[config.mk]
export PLATFORM = sky130hd
export DESIGN_NAME = rx_symbol_recovery
export DESIGN_NICKNAME = d
export VERILOG_FILES = /design/src/rtl/rx_symbol_recovery.sv
export SDC_FILE = /design/constraint.sdc
export NUM_CORES = 1
export LEC_CHECK = 0
export ABC_AREA = 0
export CAP_MARGIN = 20
export CORE_MARGIN = 2
export CORE_UTILIZATION = 28
export CTS_BUF_LIST = sky130_fd_sc_hd__clkbuf_4 sky130_fd_sc_hd__clkbuf_8
export DETAILED_ROUTE_END_ITERATION = 10
export GPL_TIMING_DRIVEN = 0
export MAX_ROUTING_LAYER = met4
export PLACE_DENSITY_LB_ADDON = 0.12
export SKIP_LAST_GASP = 1
export SLEW_MARGIN = 20
export SYNTH_ARGS = -nofsm -noshare
export SYNTH_HDL_FRONTEND = slang
export SYNTH_SLANG_ARGS = --single-unit
export TNS_END_PERCENT = 1
[constraint.sdc]
create_clock -name i_clk -period 2 [get_ports i_clk]
set_clock_uncertainty 0.05 [all_clocks]
set_input_delay 0.2 -clock i_clk [delete_from_list [all_inputs] [get_ports i_clk]]
set_output_delay 0.2 -clock i_clk [all_outputs]
set_load 0.01 [all_outputs]
[src/rtl/rx_symbol_recovery.sv]
// rx_symbol_recovery: decimating sign slicer with optional BER counters (enable with macro RX_BER_COUNTER_EN)
module rx_symbol_recovery #(
    parameter int N_OS    = 4,
    parameter int NB_I    = 9,
    parameter int NBF_I   = 7,
    parameter int NB_CNT  = 32,
    parameter int MAX_DLY = 32
) (
    input  logic                       i_clk,
    input  logic                       i_reset,
    input  logic                       i_valid,
    input  logic                       i_sym_strobe,
    input  logic [NB_I-1:0]            i_sample,
    input  logic [$clog2(N_OS)-1:0]    i_phase,
    input  logic [1:0]                 i_ref_ak,
    input  logic [$clog2(MAX_DLY)-1:0] i_delay,
    input  logic                       i_clr_cnt,
    output logic [1:0]                 o_ak,
    output logic                       o_ak_valid,
    output logic [NB_CNT-1:0]          o_err_cnt,
    output logic [NB_CNT-1:0]          o_sym_cnt
);
    localparam int NB_PH = $clog2(N_OS);
    logic [NB_PH-1:0] cnt;
    logic [NB_PH-1:0] act;
    logic [NB_PH-1:0] ph;
    logic [NB_PH-1:0] sel;
    logic             dec;
    logic             unused_ok;
    // A strobe forces phase 0; at phase 0 the freshly presented i_phase governs this symbol,
    // so a phase change never drops or doubles a decision.
    assign ph  = i_sym_strobe ? '0 : cnt;
    assign sel = (ph == '0) ? i_phase : act;
    assign dec = i_valid && (ph == sel);
    // Phase tracking, active-phase capture and registered sign decision.
    always_ff @(posedge i_clk or posedge i_reset) begin
        if (i_reset) begin
            cnt        <= '0;
            act        <= '0;
            o_ak       <= 2'b00;
            o_ak_valid <= 1'b0;
        end else begin
            o_ak_valid <= dec;
            if (i_valid) begin
                cnt <= ph + 1'b1;
                if (ph == '0) act <= i_phase;
            end
            if (dec) o_ak <= i_sample[NB_I-1] ? 2'b11 : 2'b01;
        end
    end
`ifdef RX_BER_COUNTER_EN
    logic [MAX_DLY-1:0] dly;
    logic [MAX_DLY:0]   taps;
    logic               miss;
    // Only reference sign bits are kept; tap 0 is the reference arriving with this decision.
    assign taps      = {dly, i_ref_ak[1]};
    assign miss      = taps[i_delay] ^ i_sample[NB_I-1];
    assign unused_ok = ^{i_ref_ak[0], i_sample[NB_I-2:0], 1'(NBF_I)};
    // Reference delay line and saturating error/symbol counters; clear beats a decision.
    always_ff @(posedge i_clk or posedge i_reset) begin
        if (i_reset) begin
            dly       <= '0;
            o_err_cnt <= '0;
            o_sym_cnt <= '0;
        end else begin
            if (dec) dly <= {dly[MAX_DLY-2:0], i_ref_ak[1]};
            if (i_clr_cnt) begin
                o_err_cnt <= '0;
                o_sym_cnt <= '0;
            end else if (dec && !(&o_sym_cnt)) begin
                o_sym_cnt <= o_sym_cnt + 1'b1;
                o_err_cnt <= o_err_cnt + NB_CNT'(miss);
            end
        end
    end
`else
    assign o_err_cnt = '0;
    assign o_sym_cnt = '0;
    assign unused_ok = ^{i_ref_ak, i_delay, i_clr_cnt, i_sample[NB_I-2:0], 1'(NBF_I)};
`endif
endmodule

Figure 1. Metal 3 (run 1).
Scale: 8 px per um.
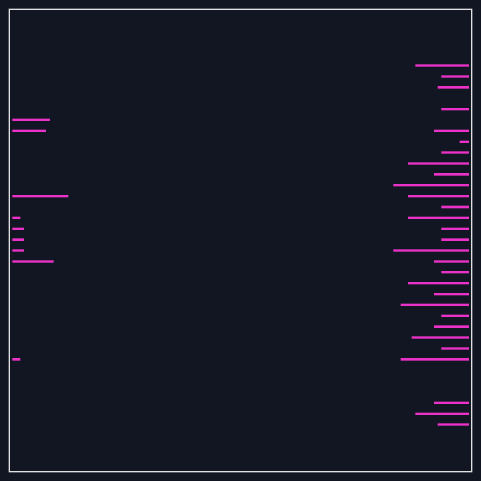
longest straight run: 9.10 um
main direction: horizontal

Figure 2. Clock distribution (run 1).
Scale: 6 px per um.
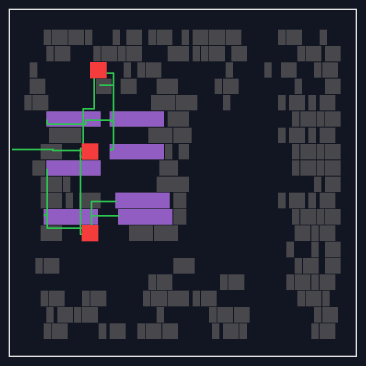
legend:
  red:
    item: cells driving clock nets
    count: 3
  green:
    item: clock wires
    length: 105 um
  purple:
    item: flip-flops
    count: 7
routed clock nets: 4
clk latency late pin: 0.25 ns
Clock Power: 0.141 mW
clock power share: 22.1%

==> results.sh <==
# implementation run metrics
export IMPL_crit_path_start_kind="primary input"
export IMPL_avgRoutedWirePerCell_um=5.53
export IMPL_regArea_um2=175
export IMPL_clock_area_share_pct=2.50
export IMPL_seq_share_pct=14.6
export IMPL_min_path_type="in2async"
export IMPL_min_period_over_period_pct=93.7
export IMPL_drv_slew=0
export IMPL_grt_pass1_vias=394
export IMPL_cp_max_fo=3
export IMPL_path_cells="clkdlybuf4s50_1 -> nand2b_1 -> ha_2 -> mux2i_1 -> xnor2_1 -> nand3_1 -> mux2_4"
export IMPL_power_group_top="combinational cells"
export IMPL_top_area_share_pct=59.7
export IMPL_period_minus_slack_ns=1.87
export IMPL_synthTopCellsByArea="buf_4, dfrtp_1, mux2_2"
export IMPL_top_cells_by_count="buf_4, dfrtp_1, mux2_2"
export IMPL_startpoint="i_sym_strobe"
export IMPL_worst_path_largest_cell_delay_ns=0.47
export IMPL_whs_ns=0.122
export IMPL_io_pins=90
export IMPL_comb_power_share_pct=47.4
export IMPL_place_gp_congestion=0.567
export IMPL_ys_warn_count=0
export IMPL_final_util_pct=44.0
export IMPL_cts_resized=0
export IMPL_power_switching_share_pct=30.3
export IMPL_cts_tree="yes"
export IMPL_p_total_mw=0.637
export IMPL_mi_logic_area_um2=380
export IMPL_grtUsageMet3_pct=1.81
export IMPL_num_fill_cells=291
export IMPL_syn_inst=89
export IMPL_met2_usage_pct=11.4
export IMPL_crit_family="multiplexers"
export IMPL_gr_total_overflow=0
export IMPL_worst_setup_path_type="in2reg"
export IMPL_wl_met3_um=169
export IMPL_comb_area_share_pct=31.6
export IMPL_grt_pass1_wl_um=1720
export IMPL_syn_cell_area_um2=805
export IMPL_drtIter0Drc=6
export IMPL_yosys_area_share_xor_xnor_pct=2.18
export IMPL_crit_end="o_ak[1]$_DFFE_PP0P_"
export IMPL_chip_area_um2=3320
export IMPL_hold_viol_final=0
export IMPL_grt_total_usage_pct=6.93
export IMPL_pg_seq_mw=0.194
export IMPL_wl_met2_um=598
export IMPL_cts_htree_levels=1
export IMPL_clk_pin_slew_worst_paths_ns=0.05
export IMPL_place_inst=192
export IMPL_worst_r2r_setup_slack_ns=0.22
export IMPL_reg2reg_depth=6
export IMPL_yosys_most_used_dff="dfrtp_1"
export IMPL_p_leak_nw=0.762
export IMPL_final_clkbuf_count=4
export IMPL_async_flop_share_pct=100
export IMPL_nonClkBufAreaFrac_pct=47.5
export IMPL_drtAntennaViolNets=0
export IMPL_layout_cells_non_filler=196
export IMPL_grt_start_max_net_pins=8
export IMPL_aoi_share_pct=0
export IMPL_worstSetupEndpointType="register"
export IMPL_ff_count=7
export IMPL_maxCapViolations=0
export IMPL_synth_largest_area_cell="buf_4"
export IMPL_vias_per_cell=2.67
export IMPL_numCtsBuffers=3
export IMPL_die_h_um=57.6
export IMPL_top_regs="act x2, cnt x2, o_ak x2"
export IMPL_setup_viol=0
export IMPL_place_area_um2=1170
export IMPL_worstPathArrival_ns=1.96
export IMPL_internal_power_mw=0.444
export IMPL_synth_seq_area_share_pct=21.8
export IMPL_cts_root_buf="clkbuf_4"
export IMPL_vias=523
export IMPL_critical_path_required_ns=2.08
export IMPL_post_route_drc_count=0
export IMPL_synth_most_common_cell="buf_4"
export IMPL_ys_sh_mux_pct=9.95
export IMPL_switchingPower_mw=0.193
export IMPL_antenna_cells=0
export IMPL_status="completed"
export IMPL_crit_slowest_cell="clkdlybuf4s50_1"
export IMPL_logic_family="buffers and inverters"
export IMPL_port_buffers=9
export IMPL_wl_met1_um=316
Figure 3. Routed metal per tile (run 1).
Scale: 6 px per um. 12 x 12 tiles, from black (low) to pale yellow (high), scaled to the fullest tile. Values are wire area over tile area, all layers added.
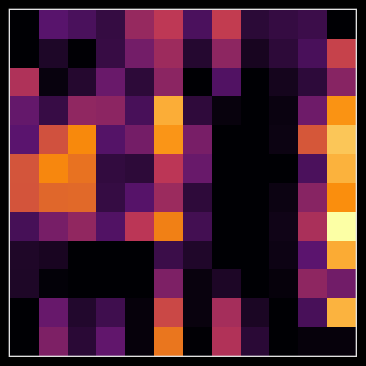
fullest tile: 0.24
nearly empty tiles: 25%
tiles over half the peak: 17%
densest ninth of the die: middle left
mean over tiles: 0.057

Figure 4. Sizing map (run 1).
Scale: 8 px per um.
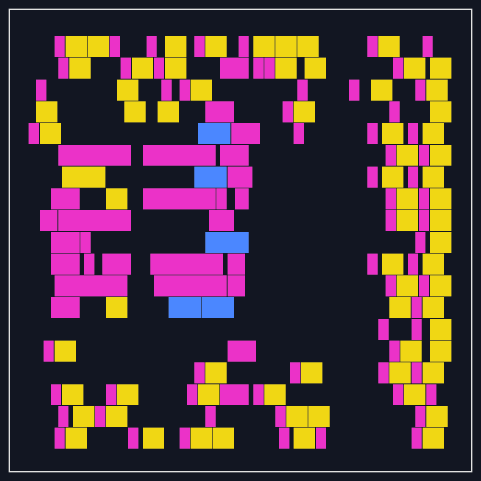
legend:
  magenta:
    size: drive 1 or less
    cells: 91
    share: 55%
  yellow:
    size: drive 3 to 4
    cells: 69
    share: 42%
  blue:
    size: drive 2
    cells: 5
    share: 3.0%
Non-CTS buffers: 73
area growth from synthesis to layout: 49.5%
worst setup margin: 0.126 ns
Final Cell Area: 1200 um2

No activity file was given, so power comes from the tool's default toggle rates.
